Fig. 1: run 1, placed cells, one color a class
Bar = 20 um.
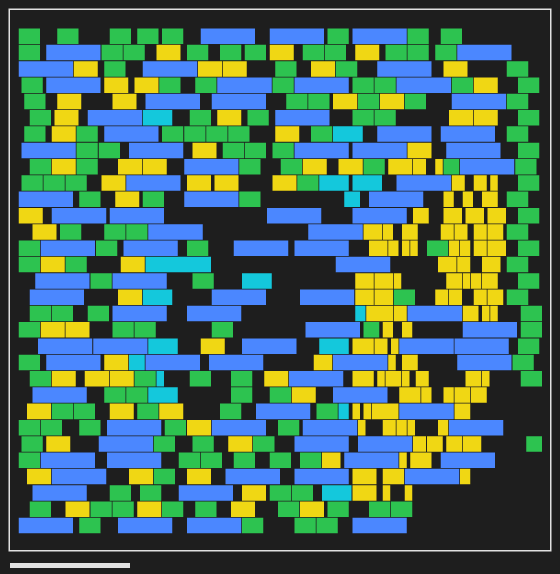
Fig. 2: run 1, cells by drive strength
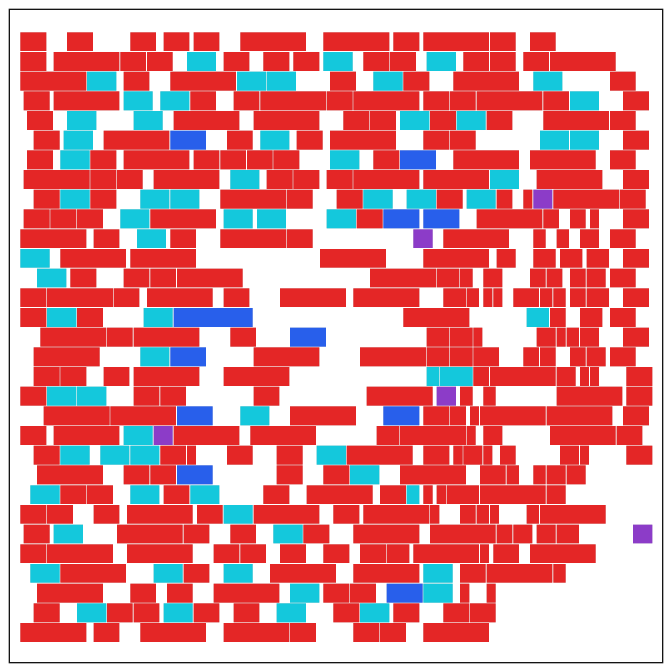
Fig. 3: run 1, clock distribution
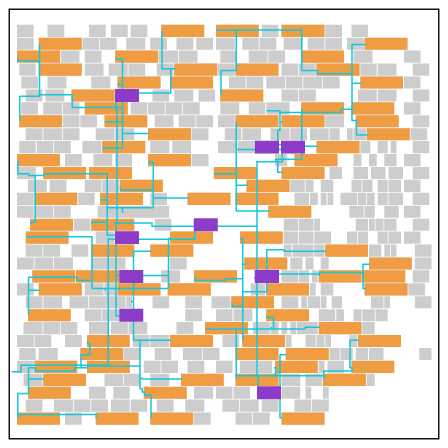
$ cat src/rtl/regbank_arbiter.sv
// regbank_arbiter
//   Shares the single regbank access port between the decode operand-fetch
//   read requester (R) and the ALU writeback write requester (W). Every
//   handshake is a two-phase toggle with bundled data.
//
// Ports
//   clk, reset                  clock, asynchronous active-low reset
//   triggerInR/addrInR          read request toggle + bundled address
//   readyOutR/dataOutR          read done toggle + read data
//   triggerInW/addrInW/dataInW  write request toggle + bundled addr/data
//   readyOutW                   write done toggle
//   triggerOutRB/addrOutRB/dataOutRB/weOutRB   regbank access toggle + bundle
//   readyInRB/dataInRB          regbank done toggle + read data
//   busy                        high whenever the FSM is not in IDLE
//   timeoutErr                  sticky: regbank stopped responding
//
// state   | meaning
// IDLE    | wait for a pending request, pick grant, latch regbank bundle
// SETUP   | bundle stable for a cycle, then toggle triggerOutRB
// WAIT    | wait for synchronized regbank ready, count toward timeout
// CAPTURE | latch regbank read data (read grant only)
// RESP    | toggle the granted requester's ready
// ERROR   | regbank timed out; terminal until reset
module regbank_arbiter #(
    parameter int SYNC_STAGES    = 2,
    parameter int TIMEOUT_CYCLES = 64,
    parameter int ADDR_W         = 4
) (
    input  logic              clk,
    input  logic              reset,
    input  logic              triggerInR,
    input  logic [ADDR_W-1:0] addrInR,
    output logic              readyOutR,
    output logic [31:0]       dataOutR,
    input  logic              triggerInW,
    input  logic [ADDR_W-1:0] addrInW,
    input  logic [31:0]       dataInW,
    output logic              readyOutW,
    output logic              triggerOutRB,
    output logic [ADDR_W-1:0] addrOutRB,
    output logic [31:0]       dataOutRB,
    output logic              weOutRB,
    input  logic              readyInRB,
    input  logic [31:0]       dataInRB,
    output logic              busy,
    output logic              timeoutErr
);
    localparam int CNT_W = $clog2(TIMEOUT_CYCLES + 1);

    typedef enum logic [2:0] {
        S_IDLE, S_SETUP, S_WAIT, S_CAPTURE, S_RESP, S_ERROR
    } state_e;

    logic [SYNC_STAGES-1:0] sync_r_q, sync_w_q, sync_rb_q;

    state_e            state_q, state_d;
    logic              grant_w_q, grant_w_d;   // also serves as lastGrant (0 = R)
    logic [CNT_W-1:0]  cnt_q, cnt_d;
    logic              trig_rb_q, trig_rb_d;
    logic [ADDR_W-1:0] addr_rb_q, addr_rb_d;
    logic [31:0]       data_rb_q, data_rb_d;
    logic              we_rb_q, we_rb_d;
    logic              ready_r_q, ready_r_d;
    logic              ready_w_q, ready_w_d;
    logic [31:0]       data_r_q, data_r_d;
    logic              tout_q, tout_d;

    logic sync_trig_r, sync_trig_w, sync_ready_rb;
    logic pend_r, pend_w, gnt_w;

    always_ff @(posedge clk or negedge reset) begin
        if (!reset) begin
            sync_r_q  <= '0;
            sync_w_q  <= '0;
            sync_rb_q <= '0;
        end else begin
            sync_r_q  <= {sync_r_q[SYNC_STAGES-2:0], triggerInR};
            sync_w_q  <= {sync_w_q[SYNC_STAGES-2:0], triggerInW};
            sync_rb_q <= {sync_rb_q[SYNC_STAGES-2:0], readyInRB};
        end
    end

    assign sync_trig_r   = sync_r_q[SYNC_STAGES-1];
    assign sync_trig_w   = sync_w_q[SYNC_STAGES-1];
    assign sync_ready_rb = sync_rb_q[SYNC_STAGES-1];

    assign pend_r = sync_trig_r != ready_r_q;
    assign pend_w = sync_trig_w != ready_w_q;

    // W wins when alone, on a same-address collision (read must see the
    // new value), or when R had the previous grant.
    assign gnt_w = pend_w && (!pend_r || (addrInR == addrInW) || !grant_w_q);

    always_ff @(posedge clk or negedge reset) begin
        if (!reset) begin
            state_q   <= S_IDLE;
            grant_w_q <= 1'b0;
            cnt_q     <= '0;
            trig_rb_q <= 1'b0;
            addr_rb_q <= '0;
            data_rb_q <= '0;
            we_rb_q   <= 1'b0;
            ready_r_q <= 1'b0;
            ready_w_q <= 1'b0;
            data_r_q  <= '0;
            tout_q    <= 1'b0;
        end else begin
            state_q   <= state_d;
            grant_w_q <= grant_w_d;
            cnt_q     <= cnt_d;
            trig_rb_q <= trig_rb_d;
            addr_rb_q <= addr_rb_d;
            data_rb_q <= data_rb_d;
            we_rb_q   <= we_rb_d;
            ready_r_q <= ready_r_d;
            ready_w_q <= ready_w_d;
            data_r_q  <= data_r_d;
            tout_q    <= tout_d;
        end
    end

    always_comb begin
        state_d   = state_q;
        grant_w_d = grant_w_q;
        cnt_d     = cnt_q;
        trig_rb_d = trig_rb_q;
        addr_rb_d = addr_rb_q;
        data_rb_d = data_rb_q;
        we_rb_d   = we_rb_q;
        ready_r_d = ready_r_q;
        ready_w_d = ready_w_q;
        data_r_d  = data_r_q;
        tout_d    = tout_q;
        case (state_q)
            S_IDLE: begin
                if (pend_r || pend_w) begin
                    grant_w_d = gnt_w;
                    we_rb_d   = gnt_w;
                    if (gnt_w) begin
                        addr_rb_d = addrInW;
                        data_rb_d = dataInW;
                    end else begin
                        // write data bus keeps its last value on reads
                        addr_rb_d = addrInR;
                    end
                    state_d = S_SETUP;
                end
            end
            S_SETUP: begin
                trig_rb_d = ~trig_rb_q;
                cnt_d     = '0;
                state_d   = S_WAIT;
            end
            S_WAIT: begin
                if (sync_ready_rb == trig_rb_q) begin
                    state_d = S_CAPTURE;
                end else if (cnt_q == CNT_W'(TIMEOUT_CYCLES - 1)) begin
                    tout_d  = 1'b1;
                    state_d = S_ERROR;
                end else begin
                    cnt_d = cnt_q + 1'b1;
                end
            end
            S_CAPTURE: begin
                // dataInRB has been stable for SYNC_STAGES cycles by now
                if (!grant_w_q) data_r_d = dataInRB;
                state_d = S_RESP;
            end
            S_RESP: begin
                if (grant_w_q) ready_w_d = ~ready_w_q;
                else           ready_r_d = ~ready_r_q;
                state_d = S_IDLE;
            end
            S_ERROR: state_d = S_ERROR;
            default: state_d = S_IDLE;
        endcase
    end

    assign readyOutR    = ready_r_q;
    assign dataOutR     = data_r_q;
    assign readyOutW    = ready_w_q;
    assign triggerOutRB = trig_rb_q;
    assign addrOutRB    = addr_rb_q;
    assign dataOutRB    = data_rb_q;
    assign weOutRB      = we_rb_q;
    assign busy         = state_q != S_IDLE;
    assign timeoutErr   = tout_q;

endmodule

$ cat config.mk
export PLATFORM = sky130hd
export DESIGN_NAME = regbank_arbiter
export DESIGN_NICKNAME = d
export VERILOG_FILES = /design/src/rtl/regbank_arbiter.sv
export SDC_FILE = /design/constraint.sdc
export NUM_CORES = 1
export LEC_CHECK = 0
export CORE_UTILIZATION = 46
export CTS_CLUSTER_SIZE = 25
export DETAILED_ROUTE_END_ITERATION = 8
export HOLD_SLACK_MARGIN = 0.15
export PLACE_DENSITY = 0.91
export SYNTH_ARGS = -nofsm -noshare
export SYNTH_HDL_FRONTEND = slang
export SYNTH_SLANG_ARGS = --single-unit
$ cat constraint.sdc
create_clock -name clk -period 3.6 [get_ports clk]
set_input_delay 0.54 -clock clk [delete_from_list [all_inputs] [get_ports clk]]
set_output_delay 0.54 -clock clk [all_outputs]
set_load 0.01 [all_outputs]
==> notes.md, run 1 <==
The clock-pin slew on the worst setup and hold paths is 0.08 ns. The run gives 0.878 for the routability congestion estimate. The most common cell after layout, fill and taps aside was sky130_fd_sc_hd__clkdlybuf4s50_1.

The number of search-and-repair iterations in the first detailed-routing pass came out at 4. The finished layout holds 508 standard cells, fillers aside. The flow ran to the end, and the final reports show no timing, DRC or antenna violations.

Across all layers, the routed design uses 2591 vias. The logs give 8020 um for the wire length reported by the detailed router and 5350 um2 for the area of all placed cells without fillers. The endpoint type of the worst setup path is an output port. The global router's overall resource usage is 0.208, and the sequential element share of the synthesized area is 0.624.

The synthesis run identifies the leading combinational cell family as multiplexers. Once iteration 0 of detailed routing completed, the report listed 77 DRC markers. Counting every instance in the synthesized netlist gives 250. The run gives 0.726 for the final cell utilization of the core.

The routed length on met2 was 4170 um; the wire length of the first global-routing pass was 13300 um. The logs give 492 for the cell total after placement and 0.356 ns for the worst hold slack after final layout. The worst slew margin relative to its limit was 0.270; the total number of nets in the final design was 482.

In the post-route analysis, the smallest setup slack over all paths is 1.35 ns. For the initial antenna violation count, the log shows 0. The floorplan has 31 rows. The area share of and-or/or-and cells after synthesis works out to 0.0463. The biggest area contributor in the post-synthesis netlist is sky130_fd_sc_hd__dfrtp_1. With the via count of the first global-routing pass at 2796, the overall power after layout is 4.51 mW. The depth of the most critical reg-to-reg path works out to 5. The tools report the area of the mapped netlist as 3570 um2.
Notes on Fig. 1 above:
other buffers and delay cells -> green  # cells 152, share of their area 29%
all other logic -> yellow  # cells 152, share of their area 25%
flops -> blue  # cells 89, share of their area 43%
clock drivers and dummy loads -> cyan  # cells 16, share of their area 3.8%

Notes on Fig. 2 above:
drive 6 and up -> blue  # cells 11, most used clkbuf_8
drive 1 or less -> red  # cells 325, most used clkdlybuf4s50_1
drive 3 to 4 -> purple  # cells 5, most used buf_4
drive 2 -> cyan  # cells 68, most used mux2_2

Notes on Fig. 3 above:
cells driving clock nets -> purple  # count 9
clock wires -> cyan  # length 984 um
flip-flops -> orange  # count 89
routed clock nets = 10

## run 1: sequential cells by signal, indices dropped and copies added, names as in the netlist
register      flops
readyOutW         1
sync_w_q          2
sync_rb_q         2
addrOutRB         4
dataOutRB        32
triggerOutRB      1
readyOutR         1
state_q           3
cnt_q             7
sync_r_q          2
timeoutErr        1
dataOutR         32
weOutRB           1
## run 1: report_power, final
group | switching, mW | internal, mW | total (mW)
registers | 0.273 | 1.45 | 1.72
clock network | 0.334 | 0.338 | 0.672
logic | 0.824 | 1.29 | 2.12
total | 1.43 | 3.08 | 4.51
## run 1: cell type report
type                    instances  area (um2)  share of cell area
flip-flops and latches         89        2230               0.416
repair buffers                152        1510               0.283
multi-input cells             149        1280               0.239
clock buffers                  11         141              0.0264
well taps                      99         124              0.0231
clock inverters                 5        55.1              0.0103
inverters                       3        11.3             0.00210
==> run 2, diff against run 1 <==
--- a/config.mk
+++ b/config.mk
@@ -5,11 +5,11 @@
 export SDC_FILE = /design/constraint.sdc
 export NUM_CORES = 1
 export LEC_CHECK = 0
-export CORE_UTILIZATION = 46
+export CORE_UTILIZATION = 42
 export CTS_CLUSTER_SIZE = 25
 export DETAILED_ROUTE_END_ITERATION = 8
 export HOLD_SLACK_MARGIN = 0.15
-export PLACE_DENSITY = 0.91
+export PLACE_DENSITY = 0.84
 export SYNTH_ARGS = -nofsm -noshare
 export SYNTH_HDL_FRONTEND = slang
 export SYNTH_SLANG_ARGS = --single-unit
==> constraint.sdc (replaced) <==
create_clock -name clk -period 2.2 [get_ports clk]
set_input_delay 0.33 -clock clk [delete_from_list [all_inputs] [get_ports clk]]
set_output_delay 0.33 -clock clk [all_outputs]
set_load 0.01 [all_outputs]
Fig. 4: run 2, clock distribution
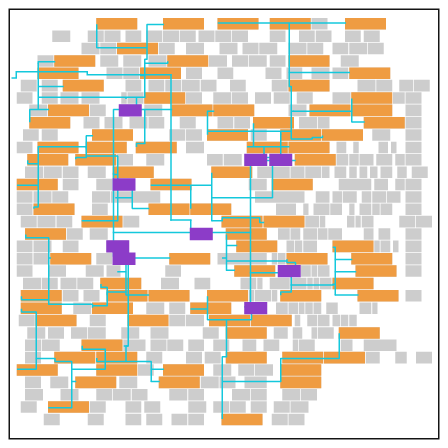
cells driving clock nets -> purple  # count 9
clock wires -> cyan  # length 948 um
flip-flops -> orange  # count 89
routed clock nets = 10
flops lie = spread over the die

Fig. 5: run 2, clock routing
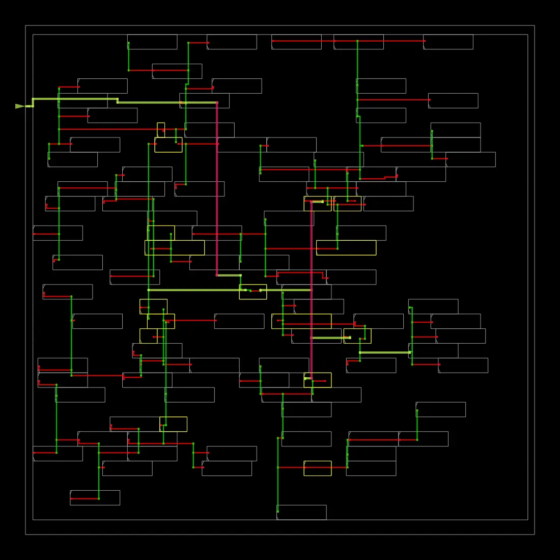
Power Clock: 1.35 mW
cts bufs inserted: 9

Fig. 6: run 2, the metal 1 layer
Supply wires on this layer in gray. Cells faint in the background.
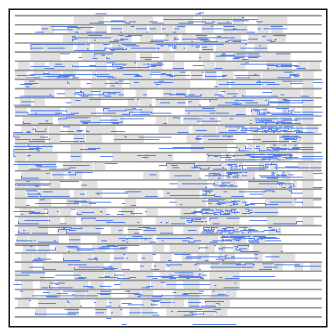
wire length on this layer = 3170 um
nets with wire on the layer = 420
share of all routed wire = 40%
main direction = horizontal
longest straight run = 28.1 um

==> run 2 against run 1 <==
Compared with the run above:
- sequential cell count unchanged
- critical path type unchanged
- sequential share of layout area fell by 1.0 points
- via count shrank 0.62%
- routed wire length shrank 1.7%
- register-to-register slack worse by 1.1 ns
- non-clock buffer count grew 4
- design area up 2.5%
- hold slack got worse by 0.0065 ns
- area after synthesis stayed put
- synthesized cell count unchanged
==> notes.md, run 2 <==
The iteration count recorded for the first detailed-route pass is 4. Overall power consumption after layout is estimated at 7.69 mW. The part of the total power dissipated in the clock network is 0.176, and the synthesized instance count is 250. With the worst slew margin relative to its limit at 0.530, the power of the sequential group is 2.81 mW.

The tools report the fraction of power consumed by sequential logic as 0.366. Global router's overall resource usage: 0.186. For the initial antenna violation count, the log shows 0.

The fraction of power spent switching nets works out to 0.302. Switching component of the power: 2.32 mW. STA classifies the critical path endpoint as an output port. The logs give 0.668 for the final cell utilization of the core and 7880 um for the wire length reported by the detailed router. The library cell with the largest summed area after synthesis was sky130_fd_sc_hd__dfrtp_1. Across all layers, the routed design uses 2575 vias. Area of all placed cells without fillers: 5490 um2. Group drawing the most power: combinational logic. The run finished with clean final reports. The area share of and-or/or-and cells after synthesis is 0.0463, and the worst hold slack after final layout is 0.350 ns. The run gives 0.816 as the routability congestion estimate. The most common cell after layout, fill and taps aside was sky130_fd_sc_hd__clkdlybuf4s50_1. The cell area that synthesis handed to floorplanning was 3570 um2. The simple-gate share of the synthesized area was 0.0702; the wire length of the first global-routing pass was 12800 um.

Leaving out filler cells and counting taps, the final layout contains 518. Summed over all nets, wire length on met2 after detailed routing comes to 4050 um. For the sequential element share of the synthesized area, the log shows 0.624. For reference, the placement row count at floorplan is 33. The combinational group share of total power is 0.458.

The number of placed instances, taps included, is 501. The detailed router finished its first iteration with 77 violations. The via count of the first global-routing pass was 2736. Largest family of logic cells by area: multiplexers.

Cell internal power was estimated by the tool at 5.37 mW.
==> run 2: final cells by class <==
class / count / area (um2)
clock buffer: 12 / 155
clock inverter: 4 / 98.8
timing repair buffer: 156 / 1580
sequential: 89 / 2230
tap: 105 / 131
multi-input combinational: 149 / 1280
inverter: 3 / 11.3
fill: 611 / 2730
==> run 2: timing repair <==
action / in CTS / in global routing
hold buffers: 1 / 0
setup buffers: 0 / 0
endpoints found under the hold margin: 30 / 0
==> run 2: final timing paths <==
kind,start,end,depth (start not counted)
hold / removal,sync_r_q[0],sync_r_q[1],0
max in group asynchronous,reset,weOutRB,3
min in group asynchronous,reset,dataOutR[14],2
setup reg to reg,state_q[2],cnt_q[3],4
setup / recovery,state_q[2],busy,2
hold reg to reg,sync_r_q[0],sync_r_q[1],0
==> run 3, diff against run 2 <==
--- a/config.mk
+++ b/config.mk
@@ -10,6 +10,7 @@
 export DETAILED_ROUTE_END_ITERATION = 8
 export HOLD_SLACK_MARGIN = 0.15
 export PLACE_DENSITY = 0.84
+export SLEW_MARGIN = 5
 export SYNTH_ARGS = -nofsm -noshare
 export SYNTH_HDL_FRONTEND = slang
 export SYNTH_SLANG_ARGS = --single-unit
Fig. 7: run 3, clock distribution
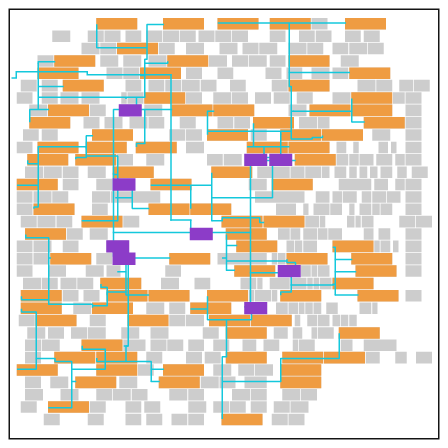
flip-flops -> orange  # count 89
cells driving clock nets -> purple  # count 9
clock wires -> cyan  # length 948 um
routed clock nets = 10

Fig. 8: run 3, placed cells, one color a class
Bar = 20 um.
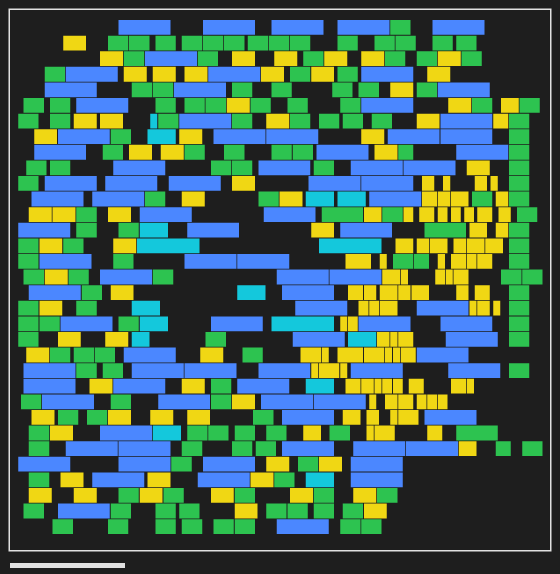
clock drivers and dummy loads -> cyan  # cells 16, share of their area 4.7%
all other logic -> yellow  # cells 152, share of their area 24%
flops -> blue  # cells 89, share of their area 42%
other buffers and delay cells -> green  # cells 156, share of their area 30%

Fig. 9: run 3, cells by drive strength
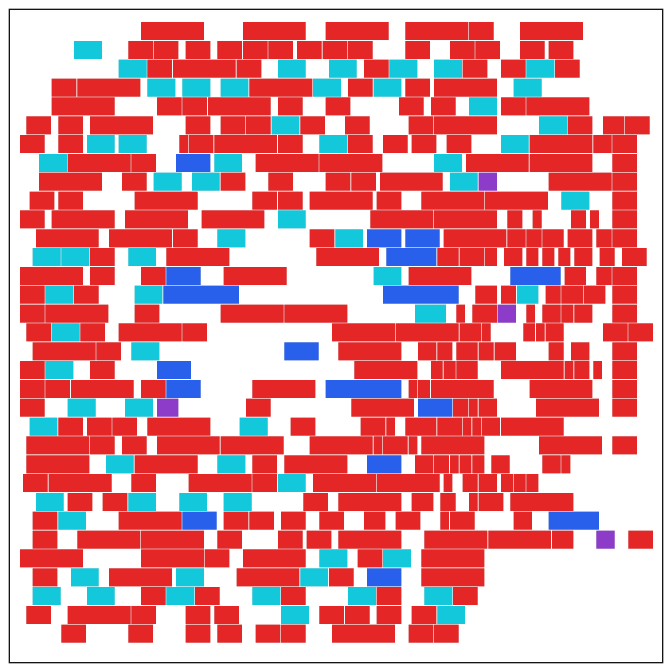
drive 3 to 4 -> purple  # cells 4, most used buf_4
drive 6 and up -> blue  # cells 17, most used clkbuf_8
drive 1 or less -> red  # cells 326, most used clkdlybuf4s50_1
drive 2 -> cyan  # cells 66, most used mux2_2

==> run 3 against run 2 <==
Compared with the run above:
- hold slack is the same
- total power is the same
- sequential share of layout area is the same
- largest cell class unchanged
- largest power group unchanged
==> notes.md, run 3 <==
The fraction of area in clock buffers and inverters is 0.0463, and the count of inverters not on the clock network in the layout is 3. The wire length of the first global-routing pass was 12800 um; the power consumed by the clock network was 1.35 mW. The tools report the synthesized instance count as 250. In this run the number of cells on the critical path is 2. The sequential element share of the synthesized area came out at 0.624. The total area of multi-input combinational cells was 1280 um2. According to the cell report, flip-flops and latches in the layout number 89.

The detailed router finished its first iteration with 77 violations. Number of buffers inserted by post-CTS setup repair: 0. Buffers inserted during clock tree synthesis total 9.

The layout contains a multi-input combinational cell count of 149. The endpoint identified for the worst register-to-register timing path is cnt_q[3]. The run finished with clean final reports.

The run gives 0.08 ns for the clock-pin slew on the worst setup and hold paths. According to the report, the first pass of detailed routing completed in 4 iterations. The flop share of the area was 0.406.

The library cell used most frequently in the layout, excluding fill and tap cells, is sky130_fd_sc_hd__clkdlybuf4s50_1. The part of the total power dissipated in the clock network was 0.176. The tools report the launch point of the worst path as state_q[2].

The number of clock-tree buffers in the layout was 12; the switching component of the power was 2.32 mW. The fraction of power consumed by sequential logic is 0.366, and the combinational cell power is 3.52 mW. The initial antenna violation count came out at 0.

The count of hold buffers inserted by post-cts repair is 1. The run gives 33 as the placement row count. Largest family of logic cells by area: multiplexers. The fraction of power spent switching nets was 0.302. Of all cell types, the one taking the most synthesized area is sky130_fd_sc_hd__dfrtp_1. Sequential power for this build is 2.81 mW. The run gives 0.0702 for the simple-gate share of the synthesized area.

The internal portion of the total power is 5.37 mW. The run gives 0.186 as the global router's overall resource usage.
[run 3: cell counts in the layout (fill, tap and decap cells not counted)]
Identical to the previous run, type by type.
[run 3: metrics by stage]
| stage | worst slack [ns] | std cells | utilization |
|---|---|---|---|
| after floorplan | 0.450 | 250 | - |
| after global placement | 0.125 | 501 | 0.636 |
| after detailed placement | 0.0494 | 501 | 0.636 |
| after CTS | 0.158 | 518 | 0.668 |
| after global routing | 0.115 | 518 | 0.668 |
| final | 0.178 | 518 | 0.668 |
[run 3: routing by layer]
metal,wire [um],GRT usage,share of wire,vias to the layer above
met1,3170,0.222,0.40,1267
met3,511,0.0550,0.065,12
met2,4050,0.316,0.51,90
met4,144,0.0692,0.018,0
met5,0,0,0,-
li1,-,-,-,1206
Power and IR drop assume default switching activity.
